File: src/rtl/bpsk_symbol_mapper_pkg.sv
// bpsk_symbol_mapper_pkg
//   Shared definitions for the BPSK symbol mapper: the 2-bit signed symbol
//   codes fed to rrc_fir, the mapper FSM state type and the bit->symbol map.
package bpsk_symbol_mapper_pkg;

  localparam logic [1:0] SYM_POS  = 2'b01;  // +1
  localparam logic [1:0] SYM_NEG  = 2'b11;  // -1
  localparam logic [1:0] SYM_ZERO = 2'b00;  //  0

  typedef enum logic [1:0] {
    ST_IDLE  = 2'd0,
    ST_RUN   = 2'd1,
    ST_FLUSH = 2'd2
  } state_t;

  // Antipodal map: bit 0 -> +1, bit 1 -> -1
  function automatic logic [1:0] map_bit(input logic b);
    return b ? SYM_NEG : SYM_POS;
  endfunction

endpackage

File: src/rtl/bpsk_symbol_mapper_if.sv
// bpsk_symbol_mapper_if
//   Serial bit stream handshake into the mapper.
//   bit_in    : data bit
//   bit_valid : bit_in valid (source -> mapper)
//   bit_ready : mapper can accept a bit (mapper -> source)
//   modport master = bit source, modport slave = mapper.
interface bpsk_symbol_mapper_if;
  logic bit_in;
  logic bit_valid;
  logic bit_ready;

  modport master (output bit_in, output bit_valid, input bit_ready);
  modport slave  (input bit_in, input bit_valid, output bit_ready);
endinterface

File: src/rtl/bpsk_symbol_mapper_bit_fifo.sv
// bit_fifo
//   1-bit wide FIFO, DEPTH entries (power of 2, >=2). No bypass: a bit pushed
//   in cycle N is visible on o_dout / o_count from cycle N+1. Simultaneous
//   push and pop keep the count unchanged. Push when full and pop when empty
//   are ignored.
//   Ports: clk, rst_n (async active-low), i_push, i_din, i_pop,
//          o_dout (head bit), o_full, o_empty, o_count.
module bit_fifo #(
  parameter int unsigned DEPTH = 8
) (
  input  logic                         clk,
  input  logic                         rst_n,
  input  logic                         i_push,
  input  logic                         i_din,
  input  logic                         i_pop,
  output logic                         o_dout,
  output logic                         o_full,
  output logic                         o_empty,
  output logic [$clog2(DEPTH+1)-1:0]   o_count
);

  localparam int unsigned AW = $clog2(DEPTH);
  localparam int unsigned CW = $clog2(DEPTH + 1);

  logic [DEPTH-1:0] r_mem;
  logic [AW-1:0]    r_wr_ptr;
  logic [AW-1:0]    r_rd_ptr;
  logic [CW-1:0]    r_count;
  logic             w_push;
  logic             w_pop;

  assign o_full  = (r_count == CW'(DEPTH));
  assign o_empty = (r_count == '0);
  assign o_count = r_count;
  assign o_dout  = r_mem[r_rd_ptr];
  assign w_push  = i_push && !o_full;
  assign w_pop   = i_pop && !o_empty;

  // Storage needs no reset: pointers and count define what is valid.
  always_ff @(posedge clk) begin
    if (w_push) r_mem[r_wr_ptr] <= i_din;
  end

  always_ff @(posedge clk or negedge rst_n) begin
    if (!rst_n) begin
      r_wr_ptr <= '0;
      r_rd_ptr <= '0;
      r_count  <= '0;
    end else begin
      if (w_push) r_wr_ptr <= r_wr_ptr + AW'(1);
      if (w_pop)  r_rd_ptr <= r_rd_ptr + AW'(1);
      case ({w_push, w_pop})
        2'b10:   r_count <= r_count + CW'(1);
        2'b01:   r_count <= r_count - CW'(1);
        default: r_count <= r_count;
      endcase
    end
  end

endmodule

File: src/rtl/bpsk_symbol_mapper.sv
// bpsk_symbol_mapper
//   Buffers a serial bit stream, maps bits to 2-bit signed antipodal symbols
//   and zero-stuffs to SPS samples per symbol on each sample_en tick. Each
//   burst ends with FLUSH_LEN zero samples to drain the downstream rrc_fir.
//   Optional build macro DIFF_ENC_EN: differential encoding d_k = b_k ^ d_(k-1)
//   before mapping, d cleared on reset and at every burst start.
//   Ports:
//     clk, rst_n  : clock, asynchronous active-low reset
//     sample_en   : one-cycle sample-rate tick gating all symbol activity
//     bit_if      : bit stream handshake (slave), bit_ready = FIFO not full
//     sym_out     : registered symbol, 01=+1, 11=-1, 00=0
//     sym_valid   : one-cycle pulse, sym_out updated this cycle
//     busy        : FSM not idle
//     underrun    : sticky, FIFO ran dry at a symbol boundary while a bit
//                   was arriving; cleared only by reset
module bpsk_symbol_mapper
  import bpsk_symbol_mapper_pkg::*;
#(
  parameter int unsigned SPS         = 4,
  parameter int unsigned FIFO_DEPTH  = 8,
  parameter int unsigned START_LEVEL = 4,
  parameter int unsigned FLUSH_LEN   = 16
) (
  input  logic                       clk,
  input  logic                       rst_n,
  input  logic                       sample_en,
  bpsk_symbol_mapper_if.slave        bit_if,
  output logic [1:0]                 sym_out,
  output logic                       sym_valid,
  output logic                       busy,
  output logic                       underrun
);

  localparam int unsigned PH_W = $clog2(SPS);
  localparam int unsigned FL_W = $clog2(FLUSH_LEN + 1);
  localparam int unsigned CW   = $clog2(FIFO_DEPTH + 1);

  state_t          r_state;
  state_t          w_next_state;
  logic [PH_W-1:0] r_phase;
  logic [PH_W-1:0] w_phase_nx;
  logic [PH_W-1:0] w_phase_inc;
  logic [FL_W-1:0] r_flush;
  logic [FL_W-1:0] w_flush_nx;
  logic [1:0]      r_sym_out;
  logic            r_sym_valid;
  logic            r_underrun;

  logic            w_pop;
  logic            w_active;
  logic [1:0]      w_sym;
  logic            w_underrun_set;
  logic            w_enter_run;
  logic            w_bit_enc;

  logic            w_fifo_dout;
  logic            w_fifo_full;
  logic            w_fifo_empty;
  logic [CW-1:0]   w_fifo_count;

  bit_fifo #(
    .DEPTH (FIFO_DEPTH)
  ) u_fifo (
    .clk     (clk),
    .rst_n   (rst_n),
    .i_push  (bit_if.bit_valid),
    .i_din   (bit_if.bit_in),
    .i_pop   (w_pop),
    .o_dout  (w_fifo_dout),
    .o_full  (w_fifo_full),
    .o_empty (w_fifo_empty),
    .o_count (w_fifo_count)
  );

  assign bit_if.bit_ready = !w_fifo_full;
  assign busy             = (r_state != ST_IDLE);
  assign sym_out          = r_sym_out;
  assign sym_valid        = r_sym_valid;
  assign underrun         = r_underrun;
  assign w_enter_run      = (r_state == ST_IDLE) && (w_next_state == ST_RUN);
  assign w_phase_inc      = (r_phase == PH_W'(SPS - 1)) ? '0 : r_phase + PH_W'(1);

`ifdef DIFF_ENC_EN
  logic r_d;
  logic w_d_prev;

  // Burst start always pops, so forcing d_prev to 0 here is the same as
  // clearing r_d on IDLE->RUN entry.
  assign w_d_prev  = w_enter_run ? 1'b0 : r_d;
  assign w_bit_enc = w_fifo_dout ^ w_d_prev;

  always_ff @(posedge clk or negedge rst_n) begin
    if (!rst_n)     r_d <= 1'b0;
    else if (w_pop) r_d <= w_bit_enc;
  end
`else
  assign w_bit_enc = w_fifo_dout;
`endif

  // State register
  always_ff @(posedge clk or negedge rst_n) begin
    if (!rst_n) r_state <= ST_IDLE;
    else        r_state <= w_next_state;
  end

  // Next-state logic, evaluated only on sample ticks
  always_comb begin
    w_next_state = r_state;
    if (sample_en) begin
      case (r_state)
        ST_IDLE:
          if (w_fifo_count >= CW'(START_LEVEL)) w_next_state = ST_RUN;
        ST_RUN:
          if ((r_phase == '0) && w_fifo_empty)
            w_next_state = (FLUSH_LEN <= 1) ? ST_IDLE : ST_FLUSH;
        ST_FLUSH:
          if (r_flush >= FL_W'(FLUSH_LEN - 1)) w_next_state = ST_IDLE;
        default:
          w_next_state = ST_IDLE;
      endcase
    end
  end

  // Output / datapath control. The entry tick from IDLE already acts as the
  // first RUN phase-0 sample (pop + emit), so RUN starts at phase 1.
  always_comb begin
    w_pop          = 1'b0;
    w_active       = 1'b0;
    w_sym          = SYM_ZERO;
    w_underrun_set = 1'b0;
    w_phase_nx     = r_phase;
    w_flush_nx     = r_flush;
    if (sample_en) begin
      case (r_state)
        ST_IDLE: begin
          if (w_enter_run) begin
            w_active   = 1'b1;
            w_pop      = 1'b1;
            w_sym      = map_bit(w_bit_enc);
            w_phase_nx = w_phase_inc;
            w_flush_nx = '0;
          end
        end
        ST_RUN: begin
          w_active = 1'b1;
          if ((r_phase == '0) && w_fifo_empty) begin
            // Empty boundary: this zero is flush sample 1
            w_underrun_set = bit_if.bit_valid;
            w_flush_nx     = FL_W'(1);
            w_phase_nx     = '0;
          end else begin
            if (r_phase == '0) begin
              w_pop = 1'b1;
              w_sym = map_bit(w_bit_enc);
            end
            w_phase_nx = w_phase_inc;
          end
        end
        ST_FLUSH: begin
          w_active   = 1'b1;
          w_flush_nx = (w_next_state == ST_IDLE) ? '0 : r_flush + FL_W'(1);
        end
        default: ;
      endcase
    end
  end

  always_ff @(posedge clk or negedge rst_n) begin
    if (!rst_n) begin
      r_phase     <= '0;
      r_flush     <= '0;
      r_sym_out   <= SYM_ZERO;
      r_sym_valid <= 1'b0;
      r_underrun  <= 1'b0;
    end else begin
      r_phase     <= w_phase_nx;
      r_flush     <= w_flush_nx;
      r_sym_valid <= w_active;
      if (w_active)       r_sym_out  <= w_sym;
      if (w_underrun_set) r_underrun <= 1'b1;
    end
  end

endmodule
File: src/flat_wrapper.sv
// flat-port wrapper written by rule: the top's interface ports become plain ports
module bpsk_symbol_mapper_flat import bpsk_symbol_mapper_pkg::*;
#(
  parameter int unsigned SPS         = 4,
  parameter int unsigned FIFO_DEPTH  = 8,
  parameter int unsigned START_LEVEL = 4,
  parameter int unsigned FLUSH_LEN   = 16
)
  (clk, rst_n, sample_en, sym_out, sym_valid, busy, underrun, bit_if_bit_in, bit_if_bit_valid, bit_if_bit_ready);
  bpsk_symbol_mapper_if bit_if_i ();
  input  logic clk;
  input  logic rst_n;
  input  logic sample_en;
  output logic [1:0] sym_out;
  output logic sym_valid;
  output logic busy;
  output logic underrun;
  input wire logic [$bits(bit_if_i.bit_in)-1:0] bit_if_bit_in;
  input wire logic [$bits(bit_if_i.bit_valid)-1:0] bit_if_bit_valid;
  output wire logic [$bits(bit_if_i.bit_ready)-1:0] bit_if_bit_ready;
  assign bit_if_i.bit_in = bit_if_bit_in;
  assign bit_if_i.bit_valid = bit_if_bit_valid;
  assign bit_if_bit_ready = bit_if_i.bit_ready;
  bpsk_symbol_mapper #(.SPS(SPS), .FIFO_DEPTH(FIFO_DEPTH), .START_LEVEL(START_LEVEL), .FLUSH_LEN(FLUSH_LEN)) u_core (.clk(clk), .rst_n(rst_n), .sample_en(sample_en), .bit_if(bit_if_i), .sym_out(sym_out), .sym_valid(sym_valid), .busy(busy), .underrun(underrun));
endmodule
File: config.mk
export PLATFORM = sky130hd
export DESIGN_NAME = bpsk_symbol_mapper_flat
export DESIGN_NICKNAME = d
export VERILOG_FILES = /design/src/rtl/bpsk_symbol_mapper_pkg.sv /design/src/rtl/bpsk_symbol_mapper_if.sv /design/src/rtl/bpsk_symbol_mapper_bit_fifo.sv /design/src/rtl/bpsk_symbol_mapper.sv /design/src/flat_wrapper.sv
export SDC_FILE = /design/constraint.sdc
export NUM_CORES = 1
export LEC_CHECK = 0
export CAP_MARGIN = 20
export CORE_MARGIN = 3
export CORE_UTILIZATION = 33
export CTS_CLUSTER_DIAMETER = 80
export DETAILED_ROUTE_END_ITERATION = 10
export HOLD_SLACK_MARGIN = 0.03
export REMOVE_ABC_BUFFERS = 1
export SYNTH_ARGS = -nofsm -noshare
export SYNTH_HDL_FRONTEND = slang
export SYNTH_SLANG_ARGS = --single-unit
File: constraint.sdc
create_clock -name clk -period 3 [get_ports clk]
set_input_delay 0.6 -clock clk [delete_from_list [all_inputs] [get_ports clk]]
set_output_delay 0.6 -clock clk [all_outputs]
set_load 0.02 [all_outputs]
==> out/results.txt, run 1 <==
outcome - complete, no violations
area share, top type - 0.332
Top delay family on crit path - adder cells
fin nets - 199
max cap viols - 0
Syn Area/Cell - 11.7 µm²
area grow syn2layout - 22.6%
yosys stat cell total - 148
non-clock inverter instance count of the final layout - 12
Post-CTS Setup Bufs - 0
Placeable Area - 4910 µm²
Residual DRC - 0
maximum clock insertion buffer count - 2
cell type taking the most area - combinational gates
reg2reg path depth - 14
initial antenna violation count - 0
routed vias - 1233
mi-comb count - 104
Initial DRC Count - 36
Distinct lib cells used - 49
area of the mapped netlist - 1730 µm²
multi-input combinational area share - 0.413
LEAKAGE - 0.906 nW
worst vdd ir - 0.000418 V
CTS Hold Bufs - 0
Psw - 0.776 mW
chip area - 6160 µm²
# resized after CTS - 0
CTS Sinks - 31
Setup CP Type - flip-flop to flip-flop
PD cells - 946 nW/µm²
most frequent CP cell - ha_1
crit path to - u_core.u_fifo.o_count[3]$_DFFE_PN0P_
period utilization - 0.932
first-pass iteration count of the detailed router - 4
RePlAce Congestion - 0.834
vias per inst - 4.97
Hold Vio Cnt, Final - 0
final core utilization - 0.433
grt total ovfl - 0
fa+ha+maj area frac - 0.105
Logic area - 877 µm²
worst-path cell chain - ha_2 -> and3_1 -> ha_1 -> nor2_2 -> a31oi_2 -> o2111ai_2 -> a211oi_2 -> ha_1 -> ha_1 -> a21o_1 -> a21oi_2 -> xnor2_1 -> nor2_1 -> xor2_1
Max transition margin - 0.689
Placed Cells - 238
Log Warnings - 29
Core Rows - 25
CP arrival - 2.96 ns
Pre-Place Util - 0.353
setup TNS - 0 ns
DP Worst Slack - -0.177 ns
Min-Delay Path Depth - 1
Flops - 31
Crit path depth - 14
n_taps - 67
antenna fix cells - 0
Seq/total area - 0.384
Setup crit start kind - flip-flop
Top area cell types - dfrtp_1 (33%), edfxtp_1 (14%), ha_1 (9.4%)
Comb pwr share - 0.484
first-pass GRT wire length - 5.93 mm
yosys xor share - 0.0354
crit path buf inv count - 0
Critical Path End Type - flip-flop
origin of the critical flop-to-flop path - u_core.r_flush[1]$_DFFE_PN0P_
clk root buf - clkbuf_8
sequential cell area - 816 µm²
antenna viol nets, final - 0
Clock Pin Slew Worst Setup and Hold Paths - 0.06 ns
Syn Inst Count - 148
fraction of layout cells with a size suffix above 1 - 0.238
Die X - 78.5 µm
yosys simple share - 0.128
worst hold path startpoint - u_core.underrun$_DFFE_PN0P_
setup ws final - 0.203 ns
Reg-to-Reg End - u_core.u_fifo.o_count[3]$_DFFE_PN0P_
cell accounting for the most synthesized area - dfrtp_1
largest net degree at the start of global routing - 24
crit path max fanout - 3
H-tree depth - 2
worst reg2reg setup slack - 0.20 ns
Yosys chip area - 1730 µm²
yosys aoi share - 0.158
register area share after synthesis - 0.470
Syn. warnings - 0
crit path time final - 2.80 ns
Main logic family - AND-OR/OR-AND gates
Hold WC Path Type - flip-flop to flip-flop
clock buffers - 6
vias in the first global route - 1263
top cells by count - dfrtp_1 (23), ha_1 (13), inv_1 (12)
worst slew pin tran - 0.464 ns
hold endpoint - u_core.underrun$_DFFE_PN0P_
nonclk buf count - 26
max-slew violations - 0
CP max-delay cell - dfrtp_1
Signal buf overhead - 0.105
Yosys top cell by instances - dfrtp_1
Int Power - 1.24 mW
fmax - 358 MHz
Reg power frac - 0.359
final std cells w/o fill - 248
DIE HEIGHT - 78.5 µm
CP max stage delay - 0.41 ns
top_reg_cell synth - dfrtp_1
worst path required time - 3.16 ns
hold slack - 0.471 ns
CTS buffer count - 5
ys flops - 31
flip-flops with a built-in enable - 8
run 1: per-stage QoR:
step | total power, mW | instance area (µm²)
after floorplan | 1.36 | 1720
after global placement | 1.63 | 2010
after detailed placement | 1.68 | 2010
after CTS | 2.00 | 2090
after global routing | 2.18 | 2130
final | 2.01 | 2130
run 1: power by group through the flow:
stage          clock network [mW]  logic [mW]  registers [mW]
6_report                    0.315       0.974           0.722
4_1_cts                     0.323       0.952           0.724
5_1_grt                     0.342        1.09           0.751
2_1_floorplan                   0       0.634           0.726
3_5_place_dp                    0       0.947           0.729
3_3_place_gp                    0       0.913           0.721
run 1: sequential cells by signal, indices dropped and copies added, names as in the netlist:
signal,count
u_core.u_fifo.r_mem,8
u_core.r_flush,5
u_core.u_fifo.o_count,4
u_core.u_fifo.r_rd_ptr,3
u_core.u_fifo.r_wr_ptr,3
u_core.r_phase,2
u_core.r_state,2
u_core.sym_out,2
u_core.sym_valid,1
u_core.underrun,1
run 1: per-layer routing:
layer | vias to the layer above | track usage | share of wire
met5 | - | 0 | 0
li1 | 607 | - | -
met3 | 6 | 0.0436 | 0.042
met4 | 0 | 0.0385 | 0.016
met2 | 24 | 0.194 | 0.46
met1 | 596 | 0.162 | 0.49
run 1: placed cells by master, fill, tap and decap left out, types with 2 or more instances in the layout:
master / instances
inv_1: 12
and3_1: 2
xor2_1: 3
buf_4: 16
xnor2_1: 4
nand2_1: 11
nand3_1: 3
dfrtp_1: 23
clkbuf_8: 5
a21o_1: 2
o31ai_1: 3
o211ai_1: 3
o21ai_0: 4
ha_1: 12
nor2b_1: 2
mux4_2: 2
edfxtp_1: 8
nor3_1: 3
mux2_2: 4
nand2b_1: 3
clkdlybuf4s50_1: 9
mux2i_1: 2
nor2_1: 10
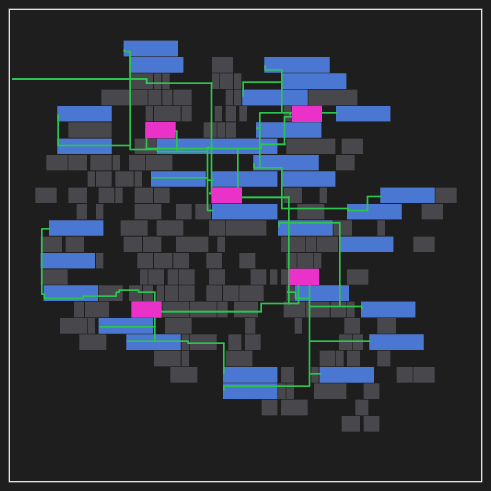
run_1/clock_wires.png
Drawn at 6 px/µm.
Key: clock wires = green [length 459 µm]; clock-net drivers = magenta [count 5]; flip-flops = blue [count 31]
There are 6 routed clock nets.
clk latency late pin: 0.28 ns
Worst Skew: 0.00356 ns
clock power share: 0.157
clock-net power: 0.315 mW

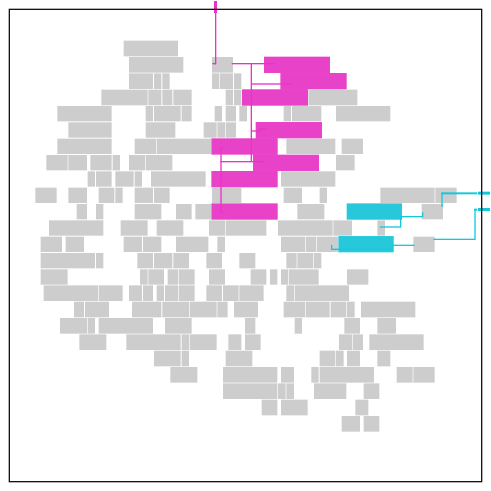
run_1/port_trees.png
Drawn at 6 px/µm.
Key: bit_if_bit_in = magenta [direction input, end cells 8, buffers 1, wire 60.7 µm]; sym_out = cyan [direction output, end cells 2, buffers 2, wire 44.7 µm]
# port buffers: 10
Top-Level Pins: 11

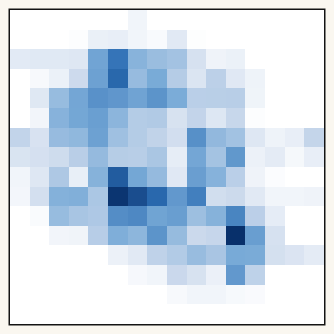
run_1/route_heat.png
Drawn at 4 px/µm. The die is cut into 16 by 16 equal tiles; white is low, dark blue is high, scaled to the fullest tile. Values are wire area over tile area, all layers added.
13% of the tiles are over half the peak. The mean over all tiles is 0.086. 37% of the tiles are nearly empty. The fullest tile reaches 0.44. The densest ninth of the die: middle.
Routed WL per cell: 13.7 µm
All-Layer GR Usage: 0.124
DRT Wirelength: 3.39 mm

run_1/gates.png
Drawn at 4 px/µm.
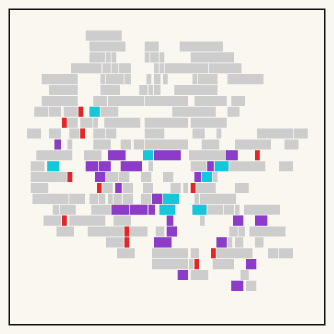

==> run 1 -> run 2 <==
--- a/config.mk
+++ b/config.mk
@@ -8,6 +8,7 @@
 export CAP_MARGIN = 20
 export CORE_MARGIN = 3
 export CORE_UTILIZATION = 33
+export CTS_BUF_LIST = sky130_fd_sc_hd__clkbuf_16
 export CTS_CLUSTER_DIAMETER = 80
 export DETAILED_ROUTE_END_ITERATION = 10
 export HOLD_SLACK_MARGIN = 0.03
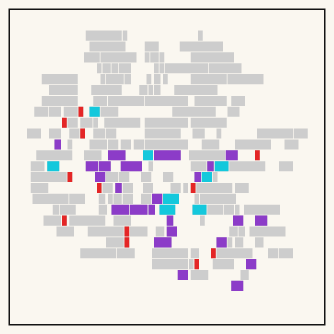
run_2/gates.png
Drawn at 4 px/µm.
Key: aoi and oai cells = purple [cells 24, most used o21ai_0]; inv cells = red [cells 12, most used inv_1]; non-inverting ao/oa cells = cyan [cells 8, most used a21o_1, where middle]
most used logic cell in the final layout: dfrtp_1
final std cells w/o fill: 248
multi-input combinational area share: 0.402

==> run 2 against run 1 <==
  * Sequential share of layout area decreased by 0.99 points
  * Register-to-register slack is essentially flat
  * Clock skew up 0.0016 ns
  * Critical path depth unchanged
  * Clock power increased by about 50%
  * Cell area grew 2.6%
  * Power is 8.2% higher
  * Die size unchanged
  * Critical endpoint unchanged
  * Largest cell class unchanged
==> out/results.txt, run 2 <==
Yosys chip area - 1730 µm²
worst path required time - 3.15 ns
Routed WL per cell - 13.8 µm
Syn. warnings - 0
grt total ovfl - 0
DIE HEIGHT - 78.5 µm
worst reg2reg setup slack - 0.21 ns
ys flops - 31
top_reg_cell synth - dfrtp_1
cell accounting for the most synthesized area - dfrtp_1
register area share after synthesis - 0.470
worst hold path startpoint - u_core.underrun$_DFFE_PN0P_
crit path max fanout - 4
Setup CP Type - flip-flop to flip-flop
antenna fix cells - 0
Logic area - 877 µm²
PD cells - 998 nW/µm²
Hold Vio Cnt, Final - 0
final core utilization - 0.444
Critical Path End Type - flip-flop
Worst Skew - 0.00517 ns
Max transition margin - 0.690
Hold WC Path Type - flip-flop to flip-flop
Initial DRC Count - 41
CTS Sinks - 31
Core Rows - 25
maximum clock insertion buffer count - 2
max cap viols - 0
largest net degree at the start of global routing - 24
H-tree depth - 2
TritonCTS clock tree - done
Min-Delay Path Depth - 1
All-Layer GR Usage - 0.126
Final Power - 2.18 mW
reg2reg path depth - 14
Pre-Place Util - 0.353
CP arrival - 2.95 ns
Top area cell types - dfrtp_1 (33%), edfxtp_1 (14%), ha_1 (9.4%)
fin nets - 199
top cells by count - dfrtp_1 (23), ha_1 (13), inv_1 (12)
first-pass GRT wire length - 5.97 mm
antenna viol nets, final - 0
crit path time final - 2.79 ns
Setup crit start kind - flip-flop
setup TNS - 0 ns
area post-placement - 2010 µm²
max reg flops - 8
Reg with most FFs - u_core.u_fifo.r_mem
ys async rst share - 0.742
initial antenna violation count - 0
area grow syn2layout - 25.8%
clk latency late pin - 0.28 ns
max-slew violations - 0
clk root buf - clkbuf_16
most numerous logic cells after layout - dfrtp_1 (23), buf_4 (16), inv_1 (13)
Top-Level Pins - 11
area share, top type - 0.332
Reg-to-Reg End - u_core.u_fifo.o_count[3]$_DFFE_PN0P_
flip-flops with a built-in enable - 8
RePlAce Congestion - 0.834
fraction of layout cells with a size suffix above 1 - 0.238
# port buffers - 10
CTS buffer count - 5
hold endpoint - u_core.underrun$_DFFE_PN0P_
vias per inst - 4.96
Syn Area/Cell - 11.7 µm²
yosys stat cell total - 148
Log Warnings - 29
RSZ-0062 raised after global routing - no
Distinct lib cells used - 49
fmax - 358 MHz
first-pass iteration count of the detailed router - 4
Placeable Area - 4910 µm²
Placed Cells - 238
origin of the critical flop-to-flop path - u_core.r_flush[1]$_DFFE_PN0P_
setup violators final - 0
Clock Pin Slew Worst Setup and Hold Paths - 0.05 ns
Die X - 78.5 µm
Yosys top cell by instances - dfrtp_1
worst slew pin tran - 0.463 ns
period utilization - 0.932
worst vdd ir - 0.000408 V
sequential cell area - 816 µm²
Syn Inst Count - 148
Post-DP HPWL - 2.52 mm
chip area - 6160 µm²
cell area after layout - 2180 µm²
LEAKAGE - 0.935 nW
crit path to - u_core.u_fifo.o_count[3]$_DFFE_PN0P_
filler cell count - 469
area of the mapped netlist - 1730 µm²
DRT Wirelength - 3.41 mm
vias in the first global route - 1273
Residual DRC - 0
crit path launch - u_core.r_flush[1]$_DFFE_PN0P_
routed vias - 1231
outcome - complete, no violations
[run 2: routing by layer]
layer / track usage / share of wire / vias to the layer above
met2: 0.193 / 0.45 / 26
li1: - / - / 604
met1: 0.162 / 0.48 / 594
met4: 0.0542 / 0.019 / 0
met3: 0.0436 / 0.046 / 7
met5: 0 / 0 / -
[run 2: area by class of cell]
type / instances / share of cell area
inverters: 12 / 0.0206
well taps: 67 / 0.0384
clock buffers: 5 / 0.0573
multi-input cells: 104 / 0.402
flip-flops and latches: 31 / 0.374
clock inverters: 3 / 0.00573
repair buffers: 26 / 0.102
[run 2: cells by family after synthesis]
group | after synthesis | synth area share
DFF | 31 | 0.470
adders and majority gates | 14 | 0.105
xor gates and xnor gates | 7 | 0.0354
and+or+nand+nor | 42 | 0.128
AOI/OAI and AO/OA | 32 | 0.158
muxes | 9 | 0.0700
buffers and inverters | 13 | 0.0325
[run 2: critical path, cell delays in order, from the launching register on]
cell and delay [ns]:
dfrtp_1 0.41, ha_2 0.20, and3_1 0.19, ha_1 0.19
nor2_2 0.11, a31oi_2 0.12, o2111ai_2 0.21, a211oi_2 0.10
ha_1 0.20, ha_1 0.27, a21o_1 0.19, a21oi_2 0.16
xnor2_1 0.13, nor2_1 0.06, xor2_1 0.14
[run 2: where the power goes]
group	leakage (nW)	switching [mW]	internal, mW
Clock	0.0724	0.172	0.299
Sequential	0.358	0.150	0.576
Combinational	0.505	0.472	0.508
Total	0.935	0.794	1.38
[run 2: through the flow]
step,worst slack [ns],hold WS (ns)
after global placement,-0.0981,0.459
after global routing,0.00917,0.505
after CTS,0.0611,0.475
final,0.205,0.468
after floorplan,0.172,0.304
after detailed placement,-0.177,0.459
[run 2: repair_timing]
item                       4_1_cts  5_1_grt
setup endpoints to repair        0        2
hold buffers                     0        0
buffers inserted                 0        2
resized                          0        5
Power is estimated from default activity; no workload was simulated.
